Fig. 1: run 1, clock network drawn from the DEF
Bar = 20 um.
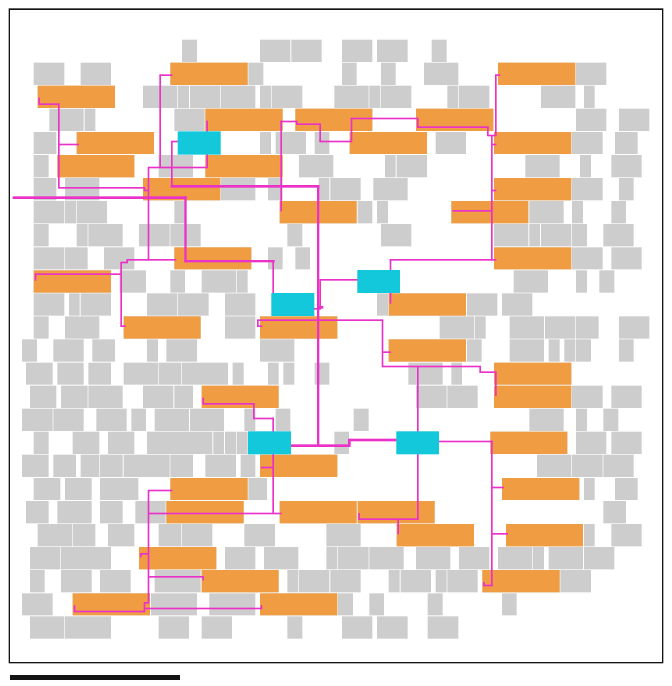
Fig. 2: run 1, placed standard cells
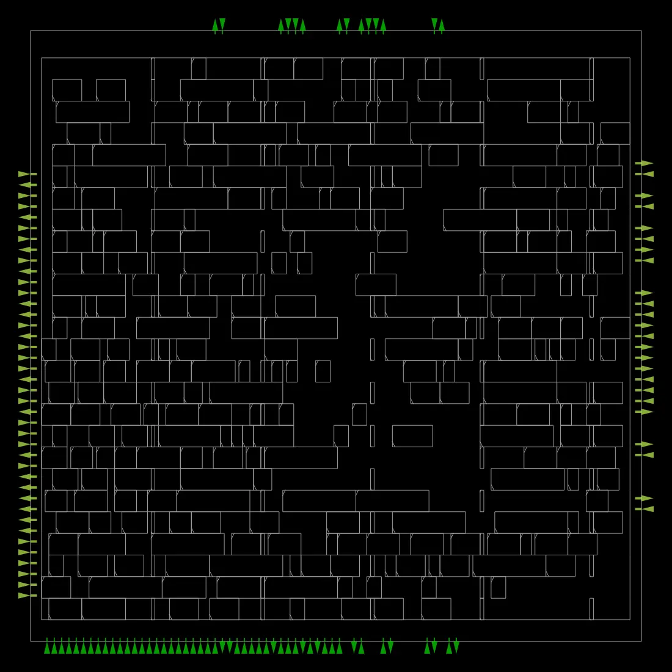
Fig. 3: run 1, ports around the boundary
Pins as bars across the die edge, other pins in grey.
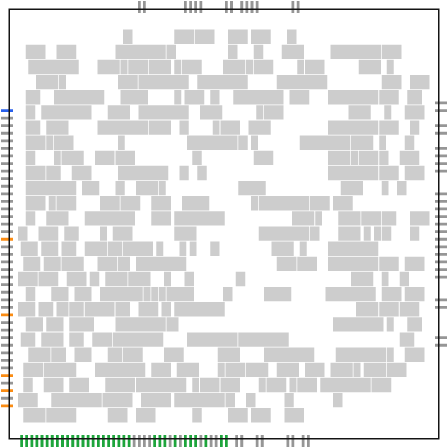
**src/rtl/vscalar_opfetch_pkg.sv**
```systemverilog
// rtl/vscalar_opfetch_pkg.sv - shared scalar operand widths, vs0 index and operand struct
package vscalar_opfetch_pkg;

  localparam int VS_WIDTH       = 32;
  localparam int VS_LOG2NUMREGS = 5;
  localparam int VS_TAGW        = 4;
  localparam int VS0_IDX        = 0;

  typedef struct packed {
    logic [VS_WIDTH-1:0] data;
    logic [VS_TAGW-1:0]  tag;
  } vs_operand_t;

endpackage

```
**src/rtl/vscalar_opfetch_hold.sv**
```systemverilog
// rtl/vscalar_opfetch_hold.sv - operand select mux plus the back-pressure hold register
module vscalar_opfetch_hold
  import vscalar_opfetch_pkg::*;
#(
  parameter int WIDTH = VS_WIDTH
) (
  input  logic             clk,
  input  logic             resetn,
  input  logic             s1_valid,
  input  logic             s1_zero,
  input  logic             out_ready,
  input  logic             byp_hit,
  input  logic [WIDTH-1:0] byp_data,
  input  logic [WIDTH-1:0] rf_data,
  output logic [WIDTH-1:0] sel_data
);

  logic             hold_valid;
  logic [WIDTH-1:0] hold_data;

  always_comb begin
    sel_data = rf_data;
    if (s1_zero)
      sel_data = '0;
    else if (hold_valid)
      sel_data = hold_data;
    else if (byp_hit)
      sel_data = byp_data;
  end

  // rf_data is only valid the cycle after capture, so freeze it on the first stalled cycle
  always_ff @(posedge clk or negedge resetn) begin
    if (!resetn) begin
      hold_valid <= 1'b0;
      hold_data  <= '0;
    end else if (s1_valid) begin
      if (out_ready) begin
        hold_valid <= 1'b0;
      end else if (!hold_valid) begin
        hold_valid <= 1'b1;
        hold_data  <= sel_data;
      end
    end
  end

endmodule

```
**src/rtl/vscalar_opfetch.sv**
```systemverilog
// rtl/vscalar_opfetch.sv - scalar operand fetch stage; VSCALAR_OPFETCH_BYPASS_EN enables writeback forwarding
module vscalar_opfetch
  import vscalar_opfetch_pkg::*;
#(
  parameter int WIDTH       = VS_WIDTH,
  parameter int LOG2NUMREGS = VS_LOG2NUMREGS,
  parameter int TAGW        = VS_TAGW
) (
  input  logic                   clk,
  input  logic                   resetn,
  input  logic                   in_valid,
  output logic                   in_ready,
  input  logic [LOG2NUMREGS-1:0] in_reg,
  input  logic [TAGW-1:0]        in_tag,
  output logic [LOG2NUMREGS-1:0] rf_a_reg,
  output logic                   rf_a_en,
  input  logic [WIDTH-1:0]       rf_a_readdataout,
  input  logic [LOG2NUMREGS-1:0] wb_reg,
  input  logic [WIDTH-1:0]       wb_data,
  input  logic                   wb_we,
  output logic                   out_valid,
  input  logic                   out_ready,
  output logic [WIDTH-1:0]       out_data,
  output logic [TAGW-1:0]        out_tag
);

  logic            acc;
  logic            in_is_vs0;
  logic            wb_match;
  logic            s1_valid;
  logic            s1_zero;
  logic [TAGW-1:0] s1_tag;
  logic            byp_hit;
  logic [WIDTH-1:0] byp_data;

  assign in_is_vs0 = (in_reg == LOG2NUMREGS'(VS0_IDX));
  assign wb_match  = wb_we & (wb_reg == in_reg) & !in_is_vs0;

`ifdef VSCALAR_OPFETCH_BYPASS_EN
  assign in_ready = !s1_valid | out_ready;

  always_ff @(posedge clk or negedge resetn) begin
    if (!resetn) begin
      byp_hit  <= 1'b0;
      byp_data <= '0;
    end else if (acc) begin
      byp_hit  <= wb_match;
      byp_data <= wb_data;
    end
  end
`else
  // The RAM returns stale data on read-during-write; stall one cycle instead of forwarding
  assign in_ready = (!s1_valid | out_ready) & !(in_valid & wb_match);
  assign byp_hit  = 1'b0;
  assign byp_data = wb_data;
`endif

  assign acc      = in_valid & in_ready;
  assign rf_a_reg = in_reg;
  assign rf_a_en  = acc;

  always_ff @(posedge clk or negedge resetn) begin
    if (!resetn) begin
      s1_valid <= 1'b0;
      s1_zero  <= 1'b0;
      s1_tag   <= '0;
    end else if (acc) begin
      s1_valid <= 1'b1;
      s1_zero  <= in_is_vs0;
      s1_tag   <= in_tag;
    end else if (out_ready) begin
      s1_valid <= 1'b0;
    end
  end

  vscalar_opfetch_hold #(
    .WIDTH(WIDTH)
  ) u_hold (
    .clk      (clk),
    .resetn   (resetn),
    .s1_valid (s1_valid),
    .s1_zero  (s1_zero),
    .out_ready(out_ready),
    .byp_hit  (byp_hit),
    .byp_data (byp_data),
    .rf_data  (rf_a_readdataout),
    .sel_data (out_data)
  );

  assign out_valid = s1_valid;
  assign out_tag   = s1_tag;

endmodule

```
**config.mk**
```make
export PLATFORM = sky130hd
export DESIGN_NAME = vscalar_opfetch
export DESIGN_NICKNAME = d
export VERILOG_FILES = /design/src/rtl/vscalar_opfetch_pkg.sv /design/src/rtl/vscalar_opfetch_hold.sv /design/src/rtl/vscalar_opfetch.sv
export SDC_FILE = /design/constraint.sdc
export NUM_CORES = 1
export LEC_CHECK = 0
export CORE_UTILIZATION = 37
export DETAILED_ROUTE_END_ITERATION = 8
export GPL_TIMING_DRIVEN = 0
export HOLD_SLACK_MARGIN = 0.15
export MAX_ROUTING_LAYER = met4
export PLACE_DENSITY = 0.8
export SKIP_LAST_GASP = 1
export SYNTH_ARGS = -nofsm -noshare
export SYNTH_HDL_FRONTEND = slang
export SYNTH_SLANG_ARGS = --single-unit
```
**constraint.sdc**
```tcl
create_clock -name clk -period 2.6 [get_ports clk]
set_clock_uncertainty 0.05 [all_clocks]
set_input_delay 0.78 -clock clk [delete_from_list [all_inputs] [get_ports clk]]
set_output_delay 0.78 -clock clk [all_outputs]
set_load 0.05 [all_outputs]
```
==> out/metrics.sh, run 1 <==
RUN_STATUS='complete, but fails checks'
VIOLATIONS='negative setup slack'
SYNTH.CELLMIX.XORXNORSHARE_PCT=2.11
FINAL_STAGE_NET_COUNT=362
ANT_NETS=0
FINALWEIGHTEDCONGESTION=0.665
GRT_START_MAX_NET_PINS=40
ANTENNA_CELLS_INSERTED=0
FINAL-MAX-SLEW-VIOLATION-COUNT=0
SETUP_VIOL=2
TOTALWIRELENGTH_MM=4.61
SYNTH_LARGEST_TYPE_AREA_FRACTION_PCT=47.0
HOLD_PATH_STARTPOINT='out_valid'
LAY_TOP_CELLS='sky130_fd_sc_hd__clkdlybuf4s50_1 (43), sky130_fd_sc_hd__dfrtp_1 (39), sky130_fd_sc_hd__buf_2 (33), sky130_fd_sc_hd__mux2i_1 (32), sky130_fd_sc_hd__nor2_1 (32)'
WORSTHOLDENDPOINT='u_hold.hold_valid'
WIRE_LENGTH_ON_MET1_MM=2.07
PORTBUFFERS=94
FINAL.SIGNAL_BUFFER_COUNT=114
ROUTE.DETAILED.VIAS_PER_INST=4.74
ADDER_SHARE_PCT=0
FLOORPLANUTILIZATION_PCT=39.6
FINAL.SETUP.WORST_SLACK_NS=-0.136
COMB_CELL_POWER_mW=1.52
WORST_IR_DROP_VDD_mV=0.607
SWSHARE_PCT=44.4
R2R_SLACK_NS=0.78
MULTI_INPUT_COMB_CELLS=117
GLOBALROUTEMET2UTIL_PCT=27.5
STARTPOINT='in_reg[2]'
ROUTE.TOP_LAYER_USED='met4'
YOSYS.STAT.CHIPAREA_SQ_MM=0.00207
WORST_SETUP_HOLD_PATH_CLK_SLEW_NS=0.07
Notes on Fig. 1 above:
clock-net drivers -> cyan  # count 5
flip-flops -> orange  # count 39
clock wires -> magenta  # length 487 um
flops lie = spread over the die
routed clock nets = 6

Notes on Fig. 2 above:
total core area: 0.00524 sq mm
num rows: 26
number of inserted filler cells in the final layout: 481
flip-flop and latch count: 39
fin cells: 348

Notes on Fig. 3 above:
wb_data -> green  # pins 32, direction input, edge bottom
resetn -> blue  # pins 1, direction input, edge left
in_reg -> orange  # pins 5, direction input, edge left
all pins by edge = 49 bottom, 40 left, 24 right, 14 top

-- run 1: flip-flops by register name, indices dropped and copies added, names as in the netlist --
register           count
out_tag                4
out_valid              1
s1_zero                1
u_hold.hold_data      32
u_hold.hold_valid      1
-- run 1: stage by stage --
| stage | util (%) | instances | power, mW | hold slack (ns) |
|---|---|---|---|---|
| floorplan | - | 175 | 2.14 | 0.414 |
| global route | 58.6 | 348 | 3.05 | 0.459 |
| global placement | 59.4 | 339 | 2.63 | 0.413 |
| CTS | 57.7 | 348 | 2.89 | 0.427 |
| detailed placement | 59.3 | 339 | 2.67 | 0.417 |
| finish | 58.6 | 348 | 2.88 | 0.435 |
==> run 2, diff against run 1 <==
--- a/config.mk
+++ b/config.mk
@@ -7,6 +7,7 @@
 export LEC_CHECK = 0
 export CORE_UTILIZATION = 37
 export DETAILED_ROUTE_END_ITERATION = 8
+export GPL_ROUTABILITY_DRIVEN = 0
 export GPL_TIMING_DRIVEN = 0
 export HOLD_SLACK_MARGIN = 0.15
 export MAX_ROUTING_LAYER = met4
==> out/metrics.sh, run 2 <==
WORST_IR_DROP_VDD_mV=0.607  # unchanged
LAY_TOP_CELLS='sky130_fd_sc_hd__clkdlybuf4s50_1 (43), sky130_fd_sc_hd__dfrtp_1 (39), sky130_fd_sc_hd__buf_2 (33), sky130_fd_sc_hd__mux2i_1 (32), sky130_fd_sc_hd__nor2_1 (32)'
SYNTH_LARGEST_TYPE_AREA_FRACTION_PCT=47.0  # unchanged
FINAL-MAX-SLEW-VIOLATION-COUNT=0  # unchanged
CORE_SQ_MM=0.00524  # unchanged
FINAL.SETUP.WORST_SLACK_NS=-0.136  # unchanged
N_FILL_CELL=481  # unchanged
FINAL_HOLD_SLACK_NS=0.435  # unchanged
WIRE_LENGTH_ON_MET1_MM=2.07  # unchanged
R2R_SLACK_NS=0.78  # about the same
LARGEST_REGISTER_FFS=32  # unchanged
MULTI_INPUT_COMB_CELLS=117  # unchanged
FINAL_UTIL_PCT=58.6  # unchanged
MAPPEDNETLISTNETS=258
RUN_STATUS='complete, but fails checks'
FF_COUNT=39  # unchanged
POST-PLACE-CELLS=339  # unchanged
ROUTE.DETAILED.VIAS_PER_INST=4.74  # unchanged
VIOLATIONS='negative setup slack'
REGISTER_WITH_THE_MOST_FLIP_FLOPS='u_hold.hold_data'
WORSTHOLDENDPOINT='u_hold.hold_valid'
PORTBUFFERS=94  # unchanged
ANTENNA_CELLS_INSERTED=0  # unchanged
SYNTH.CELLMIX.XORXNORSHARE_PCT=2.11  # unchanged
ANT_NETS=0  # unchanged
FINAL_STAGE_NET_COUNT=362  # unchanged
GRT_START_MAX_NET_PINS=40  # unchanged
FINAL.SIGNAL_BUFFER_COUNT=114  # unchanged
PLACEMENTROWS=26  # unchanged
POST_LAYOUT_NONFILLER_INSTANCES=348  # unchanged
SETUP_VIOL=2  # unchanged
==> run 2: cell counts in the layout (fill, tap and decap cells not counted) <==
No cell type changed its count.
==> run 2: worst max-delay path by stage <==
stage | from | to | slack (ns) | depth (start not counted)
6_report | in_reg[2] | rf_a_en | -0.14 | 5
5_1_grt | in_reg[2] | rf_a_en | -0.16 | 5
4_1_cts | in_reg[2] | rf_a_en | -0.21 | 6
3_5_place_dp | in_reg[1] | rf_a_en | -1.30 | 6
3_3_place_gp | in_reg[1] | rf_a_en | -1.29 | 6
2_1_floorplan | in_reg[1] | rf_a_en | 0.01 | 4
==> run 2: power by group <==
part           internal [mW]  switching (mW)  total (mW)  leakage (nW)
Combinational          0.554           0.969        1.52         0.959
Sequential             0.870           0.120       0.990         0.469
Clock                  0.179           0.190       0.369        0.0371
Total                   1.60            1.28        2.88          1.46
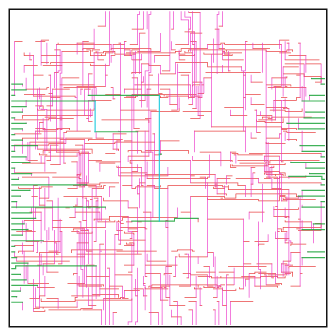
Fig. 4. Routed metal, one colour a layer (run 2).
M2 -> magenta  # wire length 2160 um
M1 -> red  # wire length 2070 um
M3 -> green  # wire length 342 um
M4 -> cyan  # wire length 38.1 um

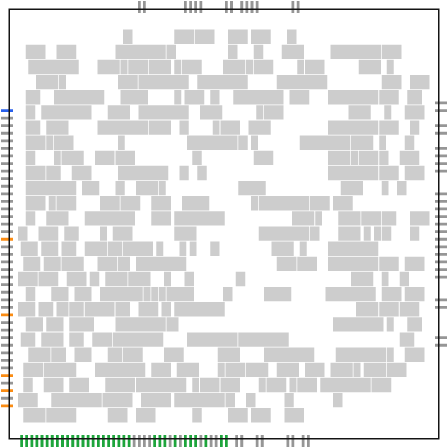
Fig. 5. Ports around the boundary (run 2).
Pins as bars across the die edge, other pins in grey.
wb_data -> green  # pins 32, direction input, edge bottom
resetn -> blue  # pins 1, direction input, edge left
in_reg -> orange  # pins 5, direction input, edge left
all pins by edge = 49 bottom, 40 left, 24 right, 14 top

No activity file was given, so power comes from the tool's default toggle rates.
